**Register map, names as in the netlist**

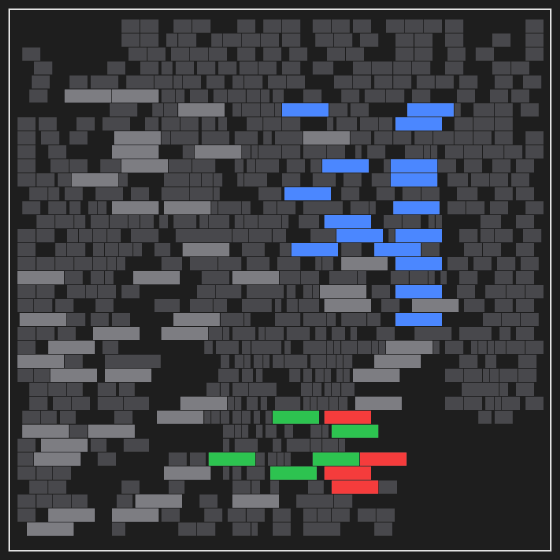
**Drive-strength map**

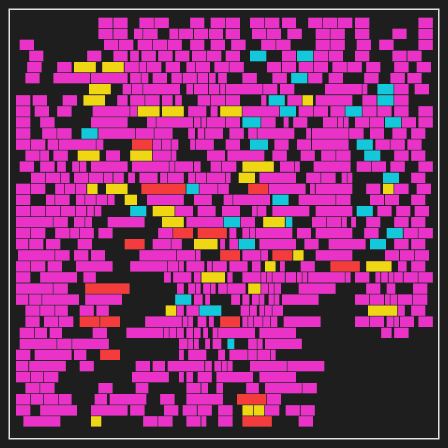
**Cells colored by class**

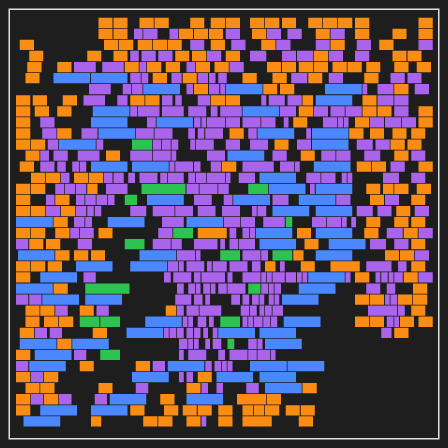
**Routing congestion map**

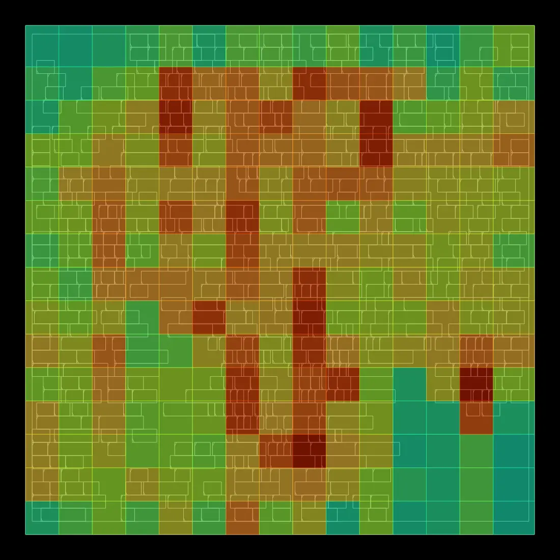
**Cell density map**

11 x 11 tiles, from black (low) to pale yellow (high), 0 to 100% covered.
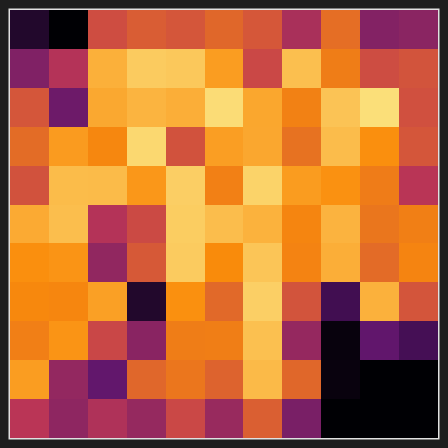
File: src/rtl/div_arbiter.sv
// -----------------------------------------------------------------------------
// div_arbiter
// Round-robin arbiter/sequencer sharing one iterative Q0.16 fractional divider
// among N_REQ requesters. One operation is in flight at a time. Degenerate
// operands (den==0, num>=den) are answered directly without the divider, and
// a divider that never reports completion is cut off after 32 wait cycles.
//
// Ports
//   clk, rst_n      : rising-edge clock, asynchronous active-low reset
//   req_valid       : per-requester request, held until req_ready is seen
//   req_num/req_den : per-requester 16-bit operands, slice i = [16i+15:16i]
//   req_ready       : combinational one-hot accept, only in IDLE
//   rsp_valid       : registered one-hot, one-cycle response pulse
//   rsp_data        : registered Q0.16 quotient (0xFFFF on any error)
//   rsp_flags       : registered {tmo, ovf, div0}
//   busy            : registered, high in every state except IDLE
//   div_start       : registered one-cycle launch pulse to the divider
//   div_num/div_den : registered divider operands, held LAUNCH..WAIT
//   div_quotient    : divider result, sampled only with div_done
//   div_done        : divider one-cycle completion pulse
// -----------------------------------------------------------------------------
module div_arbiter #(
  parameter int N_REQ = 4
) (
  input  logic                 clk,
  input  logic                 rst_n,
  input  logic [N_REQ-1:0]     req_valid,
  input  logic [16*N_REQ-1:0]  req_num,
  input  logic [16*N_REQ-1:0]  req_den,
  output logic [N_REQ-1:0]     req_ready,
  output logic [N_REQ-1:0]     rsp_valid,
  output logic [15:0]          rsp_data,
  output logic [2:0]           rsp_flags,
  output logic                 busy,
  output logic                 div_start,
  output logic [15:0]          div_num,
  output logic [15:0]          div_den,
  input  logic [15:0]          div_quotient,
  input  logic                 div_done
);

  localparam int IW = $clog2(N_REQ);

  typedef enum logic [1:0] {
    S_IDLE   = 2'd0,
    S_LAUNCH = 2'd1,
    S_WAIT   = 2'd2,
    S_RESP   = 2'd3
  } state_t;

  state_t              state_q;
  logic [IW-1:0]       ptr_q;
  logic [IW-1:0]       win_q;
  logic [4:0]          tmo_cnt_q;
  logic [N_REQ-1:0]    rsp_valid_q;
  logic [15:0]         rsp_data_q;
  logic [2:0]          rsp_flags_q;
  logic                busy_q;
  logic                div_start_q;
  logic [15:0]         div_num_q;
  logic [15:0]         div_den_q;

  logic                win_found_s;
  logic [IW-1:0]       win_idx_s;
  logic [IW-1:0]       ptr_nxt_s;
  logic [15:0]         sel_num_s;
  logic [15:0]         sel_den_s;
  logic [N_REQ-1:0]    req_ready_s;

  // One-hot decode of a requester index.
  function automatic logic [N_REQ-1:0] onehot(input logic [IW-1:0] idx);
    logic [N_REQ-1:0] v;
    v      = '0;
    v[idx] = 1'b1;
    return v;
  endfunction

  // Round-robin search: first set request at or above the pointer, wrapping.
  always_comb begin
    int   cand;
    logic hit;
    win_found_s = 1'b0;
    win_idx_s   = '0;
    cand        = 0;
    hit         = 1'b0;
    for (int k = 0; k < N_REQ; k++) begin
      cand = int'(ptr_q) + k;
      cand = (cand >= N_REQ) ? (cand - N_REQ) : cand;
      hit  = !win_found_s && req_valid[IW'(cand)];
      win_idx_s   = hit ? IW'(cand) : win_idx_s;
      win_found_s = win_found_s | hit;
    end
  end

  // Winner operands, pointer successor and the combinational accept strobe.
  always_comb begin
    sel_num_s = req_num[int'(win_idx_s)*16 +: 16];
    sel_den_s = req_den[int'(win_idx_s)*16 +: 16];
    if (int'(win_idx_s) == N_REQ - 1) begin
      ptr_nxt_s = '0;
    end else begin
      ptr_nxt_s = win_idx_s + IW'(1);
    end
    if ((state_q == S_IDLE) && win_found_s) begin
      req_ready_s = onehot(win_idx_s);
    end else begin
      req_ready_s = '0;
    end
  end

  // Sequencer FSM with all externally visible outputs registered.
  always_ff @(posedge clk or negedge rst_n) begin
    if (!rst_n) begin
      state_q     <= S_IDLE;
      ptr_q       <= '0;
      win_q       <= '0;
      tmo_cnt_q   <= 5'd0;
      rsp_valid_q <= '0;
      rsp_data_q  <= 16'h0000;
      rsp_flags_q <= 3'b000;
      busy_q      <= 1'b0;
      div_start_q <= 1'b0;
      div_num_q   <= 16'h0000;
      div_den_q   <= 16'h0000;
    end else begin
      // Pulses default low; they are raised only on the entering transition.
      div_start_q <= 1'b0;
      rsp_valid_q <= '0;
      case (state_q)
        S_IDLE: begin
          if (win_found_s) begin
            ptr_q  <= ptr_nxt_s;
            win_q  <= win_idx_s;
            busy_q <= 1'b1;
            if (sel_den_s == 16'h0000) begin
              state_q     <= S_RESP;
              rsp_data_q  <= 16'hFFFF;
              rsp_flags_q <= 3'b001;
              rsp_valid_q <= onehot(win_idx_s);
            end else if (sel_num_s >= sel_den_s) begin
              // Quotient would be >= 1.0, not representable in Q0.16.
              state_q     <= S_RESP;
              rsp_data_q  <= 16'hFFFF;
              rsp_flags_q <= 3'b010;
              rsp_valid_q <= onehot(win_idx_s);
            end else begin
              state_q     <= S_LAUNCH;
              div_start_q <= 1'b1;
              div_num_q   <= sel_num_s;
              div_den_q   <= sel_den_s;
            end
          end else begin
            state_q <= S_IDLE;
          end
        end
        S_LAUNCH: begin
          state_q   <= S_WAIT;
          tmo_cnt_q <= 5'd0;
        end
        S_WAIT: begin
          if (div_done) begin
            state_q     <= S_RESP;
            rsp_data_q  <= div_quotient;
            rsp_flags_q <= 3'b000;
            rsp_valid_q <= onehot(win_q);
          end else if (tmo_cnt_q == 5'd31) begin
            // 32nd consecutive WAIT cycle without completion.
            state_q     <= S_RESP;
            rsp_data_q  <= 16'hFFFF;
            rsp_flags_q <= 3'b100;
            rsp_valid_q <= onehot(win_q);
          end else begin
            tmo_cnt_q <= tmo_cnt_q + 5'd1;
          end
        end
        S_RESP: begin
          state_q <= S_IDLE;
          busy_q  <= 1'b0;
        end
        default: begin
          state_q <= S_IDLE;
          busy_q  <= 1'b0;
        end
      endcase
    end
  end

  assign req_ready = req_ready_s;
  assign rsp_valid = rsp_valid_q;
  assign rsp_data  = rsp_data_q;
  assign rsp_flags = rsp_flags_q;
  assign busy      = busy_q;
  assign div_start = div_start_q;
  assign div_num   = div_num_q;
  assign div_den   = div_den_q;

endmodule

File: config.mk
export PLATFORM = sky130hd
export DESIGN_NAME = div_arbiter
export DESIGN_NICKNAME = d
export VERILOG_FILES = /design/src/rtl/div_arbiter.sv
export SDC_FILE = /design/constraint.sdc
export NUM_CORES = 1
export LEC_CHECK = 0
export CORE_MARGIN = 1
export CORE_UTILIZATION = 42
export DETAILED_ROUTE_END_ITERATION = 8
export HOLD_SLACK_MARGIN = 0.08
export PLACE_DENSITY = 0.87
export SKIP_CTS_REPAIR_TIMING = 1
export SLEW_MARGIN = 5
export SYNTH_ARGS = -nofsm -noshare
export SYNTH_HDL_FRONTEND = slang
export SYNTH_SLANG_ARGS = --single-unit
File: constraint.sdc
create_clock -name clk -period 5.7 [get_ports clk]
set_clock_uncertainty 0.1 [all_clocks]
set_input_delay 1.14 -clock clk [delete_from_list [all_inputs] [get_ports clk]]
set_output_delay 1.14 -clock clk [all_outputs]
set_load 0.1 [all_outputs]
==> run_results.csv <==
group,metric,value,unit
outcome,status,"finished clean",
routing,drt-total-wl,13.6,mm
worst_setup_path,crit_path_frequent_cell,"a21oi_1",
yosys,synth_warnings,0,
layout,layout-drive-gt1-share,11.6,%
sta,slew_violations,0,
layout,instances_no_fill,768,
sta,finalSetupTns,0,ns
worst_setup_path,cpPeakStageDelay,0.62,ns
die,fp.dieH,105,um
yosys,synthTopLogicFamily,"multiplexers",
global_routing,grtUsageTotal,24.8,%
yosys,synth_area_leader_cell,"dfrtp_1",
placed_design,port-buffer-count,211,
worst_setup_path,critPathLaunch,"req_valid[1]",
yosys,synth_top_area_share,38.1,%
die,die_x,105,um
die,io_pins,212,
sta,tightest_slew,1.03,ns
yosys,fp_nets,595,
worst_setup_path,regToRegEndpoint,"div_num[2]",
routing,drc,0,
clocking,clock_latency,0.34,ns
layout,diodes,0,
routing,wl_per_cell,17.7,um
power_and_ir_drop,leakagePower,0.00301,uW
global_routing,gr-total-overflow,0,
run,tool_warnings,32,
layout,logic_area,2530,um^2
worst_setup_path,crit_required,5.83,ns
placed_design,dp.cells,752,
worst_setup_path,worstSetupEndpointType,"flop",
yosys,syn-cell-area,4470,um^2
global_routing,grt_pass1_vias,4284,
yosys,postSynthCellCount,418,
yosys,ys_sh_aoi,14.7,%
layout,num-fill-cells,765,
clocking,clk_path_buf_depth,2,
yosys,ys_types,47,
yosys,yosys-top-cells-area,"dfrtp_1 38%, mux2i_1 14%, ha_1 7.3%, mux2_2 5.3%, mux2_4 4.4%",
worst_setup_path,endpoint,"div_num[2]",
sta,fin_crit_sh,91.1,%
clocking,htreeDepth,3,
routing,drtIter0Drc,201,
yosys,async_reset_ff_share,100,%
yosys,yosys.area_share.adder,7.28,%
sta,setup_viol,0,
placed_design,dp_hpwl,10.7,mm
worst_setup_path,cp_cell_sequence,"clkdlybuf4s50_1, nand2b_1, a21oi_1, a211oi_4, buf_4, a211oi_1, a21oi_1, ha_1, a21oi_1, nor2b_1, o21ai_0, nand2_1, a221o_1, a31o_2, nor3_4, buf_12, mux2_2",
yosys,ys_ff,68,
clocking,cts_tree,"done",
routing,ant_nets,0,
hold_path,hold_start,"rsp_data[14]",
yosys,ys_cells,418,
worst_setup_path,cp.arrival,5.32,ns
worst_setup_path,critical_path_depth,17,
worst_setup_path,r2r_setup_slack,1.38,ns
worst_setup_path,cp_max_fo,33,
placed_design,place.gp.congestion,0.862,
routing,drtPass1Iterations,4,
worst_setup_path,r2r_start,"ptr_q[1]",
worst_setup_path,critical_path.top_delay_family,"AND-OR/OR-AND gates",
routing,viasPerCell,5.28,
worst_setup_path,critPathKind,"primary input to flop",
power_and_ir_drop,power_density,671,nW/um^2
clocking,path_clk_slew,0.07,ns
yosys,yosys_area,4470,um^2
yosys,ys_seq_share,38.1,%
sta,report.final.hold_viol_count,0,
yosys,xor_area_share,0.392,%
global_routing,grt_max_degree,69,
yosys,ys_sh_mux,24.0,%
clocking,clock_sinks,68,
hold_path,hold_path_depth,1,
hold_path,worstHoldEndpoint,"rsp_data[14]",
yosys,synth.avg_cell_area,10.7,um^2
clocking,cts_buffers,9,
yosys,simple_gate_share,9.97,%
power_and_ir_drop,peakVddDrop,457,uV
die,chip_area,11100,um^2
hold_path,min_path_type,"flop to flop",
placed_design,placed_cell_area,6720,um^2
yosys,yosys-top-cells-count,"68 x dfrtp_1, 64 x mux2i_1, 29 x inv_1, 28 x a21oi_1, 26 x ha_1",
yosys,yosysMostFrequentCell,"dfrtp_1",
worst_setup_path,worstSetupStartpointType,"primary input",
worst_setup_path,reg2reg_depth,15,
global_routing,grt_antenna_before_repair,0,
sta,rsz0062_at_grt,"no",
yosys,edf_count,0,
run,maxCapViolations,0,
sta,period_needed,5.19,ns
worst_setup_path,crit_buf_inv,3,
layout,nets,804,
worst_setup_path,slowest_stage,"a211oi_4",
sta,fmax,193,MHz
clocking,cts_root_buffer,"clkbuf_8",
layout,syn2layout_area_growth,55.5,%
sta,hold_slack,0.392,ns
yosys,synthFlopType,"dfrtp_1",
sta,timing.slew.headroom,31.0,%
routing,vias,4054,
global_routing,grt_pass1_wl,21.5,mm
-- 'register map, names as in the netlist' (at the start) --
| color | name in the netlist | placed flops |
|---|---|---|
| blue | div_den | 16 |
| green | tmo_cnt_q | 5 |
| red | rsp_valid | 4 |
final core utilization: 67.3%
FF/Latch Area: 1700 um^2
sequential power: 843 uW
flop share of the area: 24.5%

-- 'drive-strength map' (at the start) --
| color | size | cells |
|---|---|---|
| magenta | _0 and _1 cells | 559 |
| red | _6 and larger | 16 |
| cyan | _2 cells | 27 |
| yellow | _3 and _4 cells | 30 |

-- 'cells colored by class' (at the start) --
| color | class | cells | share of their area |
|---|---|---|---|
| green | clock drivers and dummy loads | 16 | 3.3% |
| orange | remaining buffers and delay cells | 219 | 33% |
| purple | combinational and other logic | 329 | 39% |
| blue | sequential cells | 68 | 25% |
Row Count: 37
final instance area: 6950 um^2
Core ar.: 10300 um^2

-- 'routing congestion map' (at the start) --
met2 Use GR: 41.2%
GRT Max-Usage Layer: met2

-- 'cell density map' (at the start) --
tiles over 75% full: 36%
densest ninth of the die: center
fullest tile: 93%
FP Util: 43.3%

==> state kept, by name, indices dropped and copies added (netlist names) <==
name	cells
busy	1
div_start	1
div_den	16
rsp_flags	3
rsp_valid	4
tmo_cnt_q	5
win_q	2
div_num	16
state_q	2
rsp_data	16
ptr_q	2
==> power by group <==
| group | internal [uW] | total, uW | switching (uW) |
|---|---|---|---|
| logic | 1080 | 3370 | 2290 |
| clock network | 258 | 448 | 190 |
| registers | 703 | 843 | 140 |
==> stage by stage <==
| stage | total power [uW] | worst slack (ns) | util [%] |
|---|---|---|---|
| 2_1_floorplan | 3380 | 0.485 | - |
| 3_3_place_gp | 4140 | 0.340 | 65.1 |
| 3_5_place_dp | 4200 | 0.240 | 65.1 |
| 4_1_cts | 4670 | 0.527 | 67.3 |
| 5_1_grt | 4880 | 0.309 | 67.3 |
| 6_report | 4660 | 0.508 | 67.3 |
==> area by class of cell <==
class	instances	area share, %
clock inverter	6	1.26
sequential	68	24.5
tap	136	2.45
multi-input combinational	299	36.4
inverter	30	1.62
clock buffer	10	1.98
timing repair buffer	219	31.8
==> placed cells by master (no fill, tap or decap), drive strengths merged, types with 2 or more instances in the layout <==
cell           instances
mux2i                 64
a21oi                 29
nand4                  6
o22a                  17
a211oi                16
xor2                   2
or3                    2
and2                  17
nor2                  11
mux2                  34
nand2b                 3
buf                   13
nor3                   3
clkdlybuf4s50        206
nor2b                  2
clkbuf                10
nand2                 20
a21o                   4
clkinv                 5
dfrtp                 68
inv                   29
o21ai                 18
nand3                  5
ha                    26
and3                   6
bufinv                 2
==> per-layer routing <==
layer	vias to the layer above	GRT usage (%)	wire, um
met1	1910	31.3	5920
met4	0	7.95	333
met3	24	6.67	976
li1	1934	-	-
met2	186	41.2	6330
met5	-	0	0
Power figures rest on the tool's default switching activity, not on a simulated workload.
